--- src/rtl/time_syn_tx_sched.sv ---
// Time-sync transmit scheduler: latches TS/STD/RET send requests, grants one frame
// at a time by fixed priority and sequences it against the transmitter's AXI-Stream.
module time_syn_tx_sched #(
  parameter int P_FRAME_LEN = 8,
  parameter int P_GAP       = 4,
  parameter int P_TS_PERIOD = 1000,
  parameter int P_TIMEOUT   = 256
) (
  input  logic        i_clk,
  input  logic        i_rst,
  input  logic        i_period_en,
  input  logic        i_ts_req,
  input  logic        i_std_req,
  input  logic        i_ret_req,
  input  logic [63:0] i_ret_ts,
  input  logic        i_tx_axis_tvalid,
  input  logic        i_tx_axis_tready,
  input  logic        i_tx_axis_tlast,
  output logic        o_send_ts_valid,
  output logic        o_send_std_valid,
  output logic        o_return_valid,
  output logic [63:0] o_return_ts,
  output logic        o_busy,
  output logic        o_timeout,
  output logic [15:0] o_drop_cnt
);

  localparam int BW = (P_FRAME_LEN > 1) ? $clog2(P_FRAME_LEN) : 1;
  localparam int TW = (P_TIMEOUT > 1) ? $clog2(P_TIMEOUT) : 1;
  localparam int GW = (P_GAP > 1) ? $clog2(P_GAP) : 1;
  localparam int PW = (P_TS_PERIOD > 1) ? $clog2(P_TS_PERIOD) : 1;
  localparam logic [BW-1:0] BCNT_LAST = BW'(P_FRAME_LEN - 2);
  localparam logic [TW-1:0] TCNT_LAST = TW'(P_TIMEOUT - 1);
  localparam logic [GW-1:0] GCNT_LAST = GW'(P_GAP - 1);
  localparam logic [PW-1:0] TMR_LAST  = PW'(P_TS_PERIOD - 1);

  typedef enum logic [1:0] {ST_IDLE, ST_ISSUE, ST_TAIL, ST_GAP} state_t;

  state_t        state_reg, state_next;
  logic          pend_ts_reg, pend_ts_next;
  logic          pend_std_reg, pend_std_next;
  logic          pend_ret_reg, pend_ret_next;
  logic [63:0]   ret_buf_reg, ret_buf_next;
  logic [63:0]   ret_ts_reg, ret_ts_next;
  logic          ts_v_reg, ts_v_next;
  logic          std_v_reg, std_v_next;
  logic          ret_v_reg, ret_v_next;
  logic          timeout_reg, timeout_next;
  logic [15:0]   drop_reg, drop_next;
  logic [BW-1:0] bcnt_reg, bcnt_next;
  logic [TW-1:0] tcnt_reg, tcnt_next;
  logic [GW-1:0] gcnt_reg, gcnt_next;
  logic [PW-1:0] tmr_reg, tmr_next;

  logic        hs, tmr_wrap, ts_set;
  logic        grant_ts, grant_std, grant_ret;
  logic        drop_ts, drop_std, drop_ret;
  logic [1:0]  drop_n;
  logic [16:0] drop_sum;

  always_ff @(posedge i_clk or posedge i_rst) begin
    if (i_rst) begin
      state_reg    <= ST_IDLE;
      pend_ts_reg  <= 1'b0;
      pend_std_reg <= 1'b0;
      pend_ret_reg <= 1'b0;
      ret_buf_reg  <= '0;
      ret_ts_reg   <= '0;
      ts_v_reg     <= 1'b0;
      std_v_reg    <= 1'b0;
      ret_v_reg    <= 1'b0;
      timeout_reg  <= 1'b0;
      drop_reg     <= '0;
      bcnt_reg     <= '0;
      tcnt_reg     <= '0;
      gcnt_reg     <= '0;
      tmr_reg      <= '0;
    end else begin
      state_reg    <= state_next;
      pend_ts_reg  <= pend_ts_next;
      pend_std_reg <= pend_std_next;
      pend_ret_reg <= pend_ret_next;
      ret_buf_reg  <= ret_buf_next;
      ret_ts_reg   <= ret_ts_next;
      ts_v_reg     <= ts_v_next;
      std_v_reg    <= std_v_next;
      ret_v_reg    <= ret_v_next;
      timeout_reg  <= timeout_next;
      drop_reg     <= drop_next;
      bcnt_reg     <= bcnt_next;
      tcnt_reg     <= tcnt_next;
      gcnt_reg     <= gcnt_next;
      tmr_reg      <= tmr_next;
    end
  end

  // Frame sequencer
  always_comb begin
    state_next   = state_reg;
    ts_v_next    = ts_v_reg;
    std_v_next   = std_v_reg;
    ret_v_next   = ret_v_reg;
    ret_ts_next  = ret_ts_reg;
    timeout_next = 1'b0;
    bcnt_next    = bcnt_reg;
    tcnt_next    = tcnt_reg;
    gcnt_next    = gcnt_reg;
    grant_ts     = 1'b0;
    grant_std    = 1'b0;
    grant_ret    = 1'b0;
    hs           = i_tx_axis_tvalid & i_tx_axis_tready;
    case (state_reg)
      ST_IDLE: begin
        if (pend_ret_reg)      grant_ret = 1'b1;
        else if (pend_ts_reg)  grant_ts  = 1'b1;
        else if (pend_std_reg) grant_std = 1'b1;
        if (grant_ret | grant_ts | grant_std) begin
          state_next = ST_ISSUE;
          ret_v_next = grant_ret;
          ts_v_next  = grant_ts;
          std_v_next = grant_std;
          bcnt_next  = '0;
          tcnt_next  = '0;
          if (grant_ret) ret_ts_next = ret_buf_reg;
        end
      end
      ST_ISSUE, ST_TAIL: begin
        tcnt_next = tcnt_reg + 1'b1;
        if (hs) bcnt_next = bcnt_reg + 1'b1;
        if (tcnt_reg == TCNT_LAST) begin
          // Stalled frame: abandon it for good and fall back through the gap.
          timeout_next = 1'b1;
          ts_v_next    = 1'b0;
          std_v_next   = 1'b0;
          ret_v_next   = 1'b0;
          state_next   = ST_GAP;
          gcnt_next    = '0;
        end else if (state_reg == ST_ISSUE) begin
          // Valid drops one beat early so the transmitter does not start a second frame.
          if (hs && (bcnt_reg == BCNT_LAST)) begin
            ts_v_next  = 1'b0;
            std_v_next = 1'b0;
            ret_v_next = 1'b0;
            state_next = ST_TAIL;
          end
        end else if (hs && i_tx_axis_tlast) begin
          state_next = ST_GAP;
          gcnt_next  = '0;
        end
      end
      ST_GAP: begin
        if (gcnt_reg == GCNT_LAST) state_next = ST_IDLE;
        else                       gcnt_next  = gcnt_reg + 1'b1;
      end
      default: state_next = ST_IDLE;
    endcase
  end

  // Request capture, periodic timer and drop accounting
  always_comb begin
    tmr_wrap = i_period_en && (tmr_reg == TMR_LAST);
    if (!i_period_en || tmr_wrap) tmr_next = '0;
    else                          tmr_next = tmr_reg + 1'b1;
    ts_set   = i_ts_req | tmr_wrap;
    // A request landing on the edge its flag is granted becomes the next pending one.
    drop_ts  = ts_set    & pend_ts_reg  & ~grant_ts;
    drop_std = i_std_req & pend_std_reg & ~grant_std;
    drop_ret = i_ret_req & pend_ret_reg & ~grant_ret;
    pend_ts_next  = ts_set    | (pend_ts_reg  & ~grant_ts);
    pend_std_next = i_std_req | (pend_std_reg & ~grant_std);
    pend_ret_next = i_ret_req | (pend_ret_reg & ~grant_ret);
    ret_buf_next  = i_ret_req ? i_ret_ts : ret_buf_reg;
    drop_n    = 2'(drop_ts) + 2'(drop_std) + 2'(drop_ret);
    drop_sum  = {1'b0, drop_reg} + 17'(drop_n);
    drop_next = drop_sum[16] ? 16'hFFFF : drop_sum[15:0];
  end

  assign o_send_ts_valid  = ts_v_reg;
  assign o_send_std_valid = std_v_reg;
  assign o_return_valid   = ret_v_reg;
  assign o_return_ts      = ret_ts_reg;
  assign o_busy           = (state_reg != ST_IDLE);
  assign o_timeout        = timeout_reg;
  assign o_drop_cnt       = drop_reg;

endmodule

--- config.mk ---
export PLATFORM = sky130hd
export DESIGN_NAME = time_syn_tx_sched
export DESIGN_NICKNAME = d
export VERILOG_FILES = /design/src/rtl/time_syn_tx_sched.sv
export SDC_FILE = /design/constraint.sdc
export NUM_CORES = 1
export LEC_CHECK = 0
export CORE_AREA = 2 2 106 184
export DETAILED_ROUTE_END_ITERATION = 16
export DIE_AREA = 0 0 108 186
export PLACE_DENSITY = 0.69
export SETUP_SLACK_MARGIN = 0.2
export SKIP_LAST_GASP = 1
export SYNTH_ARGS = -nofsm -noshare
export SYNTH_HDL_FRONTEND = slang
export SYNTH_SLANG_ARGS = --single-unit
--- constraint.sdc ---
create_clock -name i_clk -period 12.1 [get_ports i_clk]
set_input_delay 2.42 -clock i_clk [delete_from_list [all_inputs] [get_ports i_clk]]
set_output_delay 2.42 -clock i_clk [all_outputs]
set_load 0.1 [all_outputs]
==> flow_metrics.env, run 1 <==
# flow metrics
export IMPL_status="complete, no violations"
export IMPL_postSynthRegisterBits=176
export IMPL_synth_xor_xnor_area_share=0.02164
export IMPL_top_area_cells_in_the_synthesized_netlist="sky130_fd_sc_hd__dfrtp_1 (60%), sky130_fd_sc_hd__mux2_2 (20%), sky130_fd_sc_hd__ha_1 (1.7%)"
export IMPL_post_cts_hold_buffer_count=0
export IMPL_crit_fanout=11
export IMPL_finalCriticalPeriod_ps=5200
export IMPL_number_of_distinct_library_cells_after_synthesis=46
export IMPL_post_synth_top_area_fraction=0.6045
export IMPL_synth_cellmix_adderShare=0.02267
export IMPL_vias_per_cell=5.043
export IMPL_clk_root_buffer_cell="sky130_fd_sc_hd__clkbuf_16"
export IMPL_dominant_synthesized_flop_cell="sky130_fd_sc_hd__dfrtp_1"
export IMPL_grt_first_pass_wirelength_mm=26.35
export IMPL_tritoncts="built"
export IMPL_fin_skew_ps=5.784
export IMPL_synth_yosys_chip_area_um2=7286
export IMPL_fp_util=0.3921
export IMPL_dr_max_layer_used="met4"
export IMPL_cts_post_setup_buffers_inserted=0
export IMPL_timing_hold_worst_endpoint="tmr_reg[0]"
export IMPL_met2_length_mm=9.748
export IMPL_core_um2=18580
export IMPL_openroad_warnings=31
export IMPL_hold_depth=1
export IMPL_most_common_layout_cells="sky130_fd_sc_hd__dfrtp_1 (176), sky130_fd_sc_hd__clkdlybuf4s50_1 (156), sky130_fd_sc_hd__mux2_2 (128), sky130_fd_sc_hd__nand2_1 (31), sky130_fd_sc_hd__nor2_1 (21)"
export IMPL_worstHoldStart="tmr_reg[0]"
export IMPL_maxCapViolations=0
export IMPL_critical_path_startpoint="i_period_en"
export IMPL_floorplan_die_width_um=108
export IMPL_critPathCapture="o_drop_cnt[8]"
export IMPL_dpl_cell_area_um2=9079
export IMPL_antenna_cells=0
export IMPL_fin_setup_tns_ps=0
export IMPL_mappedNetlistArea_um2=7286
export IMPL_setup_viol_count_final=0
export IMPL_timing_final_hold_violations=0
export IMPL_timing_final_max_slew_violations=0
export IMPL_yosys_cell_count_top_type="sky130_fd_sc_hd__dfrtp_1"
export IMPL_layout_top_cell_excl_fill_tap="sky130_fd_sc_hd__dfrtp_1"
export IMPL_postSynthCellCount=530
## run 1: critical path: cells and delay by family
| family | cells | cell delay [ps] |
|---|---|---|
| adder cells (fa/ha/maj) | 3 | 1170 |
| AND-OR/OR-AND | 2 | 370 |
| AND/OR/NAND/NOR | 4 | 950 |
| buffers and inverters | 2 | 550 |
## run 1: cell type report
type,instances,area [µm²]
tap,238,297.8
fill,1641,8932
inverter,15,61.31
sequential,176,4404
multi-input combinational,319,2726
clock buffer,19,442.9
timing repair buffer,160,1589
clock inverter,13,126.4
## run 1: per-stage QoR
step,utilization,cells
floorplan,-,530
global placement,0.4886,908
finish,0.5193,940
detailed placement,0.4886,908
global route,0.5193,940
CTS,0.5193,940
**Run 1: placed cells, one colour a class**

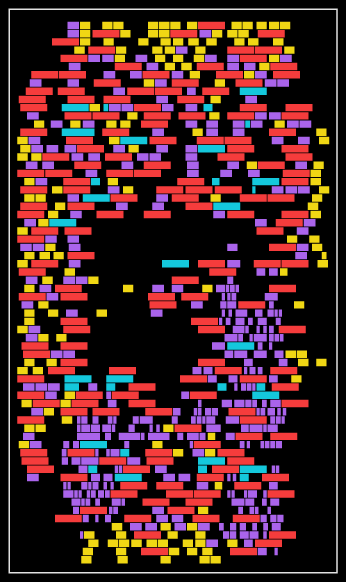
- yellow: other buffers and delay cells (cells 160; share of their area 17%)
- red: flops (cells 176; share of their area 47%)
- cyan: clock drivers and dummy loads (cells 32; share of their area 6.1%)
- purple: combinational and other logic (cells 334; share of their area 30%)
Site Rows: 66
Final Core Density: 0.5193
design area: 9648 µm²

**Run 1: nets reached from selected ports**

The bar under the picture is 20 µm long.
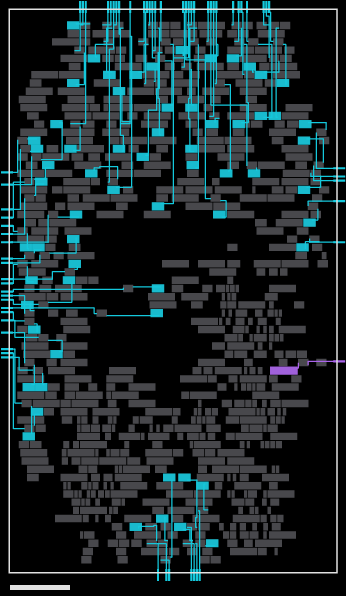
- cyan: `i_ret_ts` (bits 64; direction input; end cells 64; wire 2040 µm)
- purple: `o_timeout` (bits 1; direction output; end cells 1; wire 12.3 µm)
io pins: 158
port bufs: 157

**Run 1: track usage over the die**

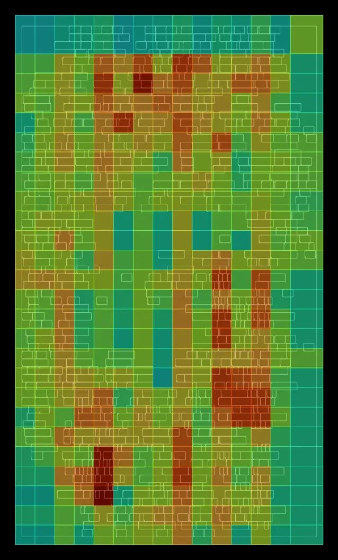
met2 layer usage reported by global route: 0.3293
met3 usage in global routing: 0.05077
GR met1 Demand/Resource: 0.1728
busiest metal layer after global routing: met2
GR Util All Layers: 0.1736

==> run 2, diff against run 1 <==
- PLACE_DENSITY: 0.69 -> 0.72
- clock period: 12.1 -> 4.5 ns (I/O delays scaled with it)
**Run 2: local utilization**

The bar under the picture is 20 µm long. The die is cut into 11 by 19 equal tiles; black is low, pale yellow is high, 0 to 100% covered.
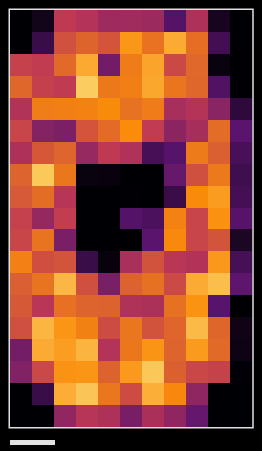
- emptiest ninth of the die: centre
- mean over tiles: 47%
- nearly empty tiles: 12%
- fullest tile: 89%
- tiles over 75% full: 14%
floorplan core density: 0.3921
core box area: 18580 µm²
Final Core Density: 0.5201

**Run 2: track usage over the die**

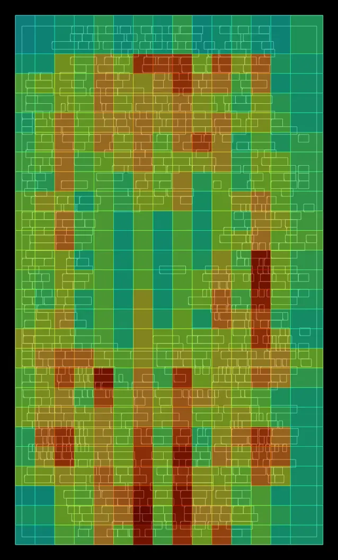
met2 layer usage reported by global route: 0.3172
Wirelength per Cell: 17.96 µm
GR met1 Demand/Resource: 0.1846

==> run 2 against run 1 <==
Compared with the run above:
- sequential share of layout area is 0.077 points lower
- synthesized cell count did not move
- setup slack got worse by 5900 ps
- utilization up 0.088 points
- die size is the same
- largest cell class unchanged
- highest routed layer unchanged
==> flow_metrics.env, run 2 <==
# flow metrics
export IMPL_openroad_warnings=29
export IMPL_maxCapViolations=0
export IMPL_most_common_layout_cells="sky130_fd_sc_hd__dfrtp_1 (176), sky130_fd_sc_hd__clkdlybuf4s50_1 (156), sky130_fd_sc_hd__mux2_2 (128), sky130_fd_sc_hd__nand2_1 (31), sky130_fd_sc_hd__nor2_1 (21)"
export IMPL_layout_top_cell_excl_fill_tap="sky130_fd_sc_hd__dfrtp_1"
export IMPL_vias_per_cell=5.066
export IMPL_tritoncts="built"
export IMPL_clockNetworkAreaShare=0.05684
export IMPL_hold_depth=1
export IMPL_seq_area_frac=0.4557
export IMPL_fin_skew_ps=7.669
export IMPL_grt_first_pass_wirelength_mm=26.56
export IMPL_cts_post_setup_buffers_inserted=0
export IMPL_regArea_um2=4404
export IMPL_mappedNetlistArea_um2=7286
export IMPL_top_area_cells_in_the_synthesized_netlist="sky130_fd_sc_hd__dfrtp_1 (60%), sky130_fd_sc_hd__mux2_2 (20%), sky130_fd_sc_hd__ha_1 (1.7%)"
export IMPL_post_synth_top_area_fraction=0.6045
export IMPL_place_detailed_instances=909
export IMPL_status="complete, no violations"
export IMPL_num_rows=66
==> run 2: cells by family after synthesis <==
group                      after synthesis  share of synthesized area
DFF                                    176                     0.6045
AOI/OAI and AO/OA                       49                    0.04894
xor gates and xnor gates                18                    0.02164
buffers and inverters                   35                    0.02164
muxes                                  132                     0.2035
adders and majority gates               12                    0.02267
and+or+nand+nor                        108                    0.07711
==> run 2: per-layer routing <==
metal  wire length, µm  GRT usage
met2              9657     0.3172
met1              6009     0.1846
met3               683    0.04517
met5                 0          0
met4               552    0.08872
==> run 3, diff against run 2 <==
- PLACE_DENSITY: 0.72 -> 0.69
- clock period: 4.5 -> 3.5 ns (I/O delays scaled with it)
**Run 3: nets reached from selected ports**

The bar under the picture is 20 µm long.
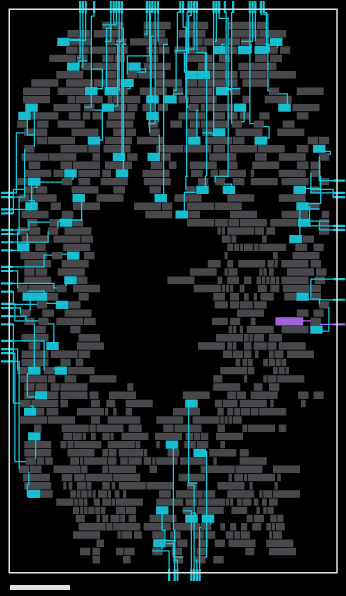
- purple: `o_timeout` (bits 1; direction output; end cells 1; wire 8.10 µm)
- cyan: `i_ret_ts` (bits 64; direction input; end cells 64; wire 2020 µm)

**Run 3: local utilization**

The bar under the picture is 20 µm long. The die is cut into 11 by 19 equal tiles; black is low, pale yellow is high, 0 to 100% covered.
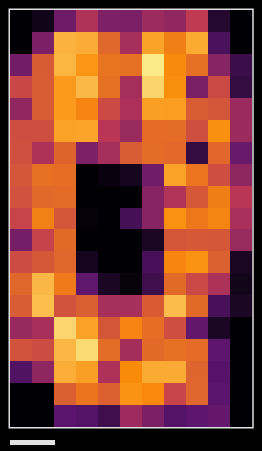
- fullest tile: 96%
- mean over tiles: 47%
- emptiest ninth of the die: centre
- tiles over 75% full: 15%
Final Core Density: 0.5228

==> run 3 against run 2 <==
Compared with the run above:
- register-to-register slack lost 570 ps
- utilization grew 0.27 points
- final area grew 0.52%
- via count is essentially flat
- non-clock buffer count grew 8
- critical path depth grew 2
- sequential share of layout area shrank 0.23 points
- global-route usage shrank 0.74 points
- highest routed layer unchanged
==> flow_metrics.env, run 3 <==
# flow metrics
export IMPL_status="complete, no violations"
export IMPL_met2_length_mm=9.466
export IMPL_openroad_warnings=29
export IMPL_seq_area_frac=0.4534
export IMPL_top_area_cells_in_the_synthesized_netlist="sky130_fd_sc_hd__dfrtp_1 (60%), sky130_fd_sc_hd__mux2_2 (20%), sky130_fd_sc_hd__ha_1 (1.7%)"
export IMPL_num_rows=66
export IMPL_met3RoutedLength_um=702
export IMPL_mappedNetlistArea_um2=7286
export IMPL_grt_most_used_layer="met2"
export IMPL_post_synth_top_area_fraction=0.6045
export IMPL_layout_top_cell_excl_fill_tap="sky130_fd_sc_hd__dfrtp_1"
export IMPL_regArea_um2=4404
export IMPL_dr_max_layer_used="met4"
export IMPL_hold_depth=1
export IMPL_core_um2=18580
export IMPL_grtUsageMet1=0.1639
export IMPL_vias_per_cell=5.024
export IMPL_routedWlPerCell_um=17.34
export IMPL_fp_util=0.3921
export IMPL_groute_layer_met3_usage=0.04377
export IMPL_fin_skew_ps=7.440
export IMPL_groute_layer_met2_usage=0.3160
export IMPL_place_detailed_instances=917
==> run 3: cell types whose count changed in the layout (fill, tap and decap cells not counted), moves of 3 or more <==
cell                              previous run  this run
sky130_fd_sc_hd__clkinvlp_4                  2         6
sky130_fd_sc_hd__inv_6                       0         4
sky130_fd_sc_hd__clkbuf_8                    4         0
sky130_fd_sc_hd__clkdlybuf4s50_1           156       140
sky130_fd_sc_hd__buf_4                       2        26
sky130_fd_sc_hd__clkinv_4                    0         3
==> run 3: logic make-up (layout without fill, tap and decap cells) <==
logic type / after synthesis / count (layout) / share of synthesized area
fa+ha+maj: 12 / 12 / 0.02267
simple gates: 108 / 108 / 0.07711
buf+inv: 35 / 216 / 0.02164
xor+xnor: 18 / 18 / 0.02164
mux: 132 / 132 / 0.2035
compound gates: 49 / 49 / 0.04894
flops: 176 / 176 / 0.6045
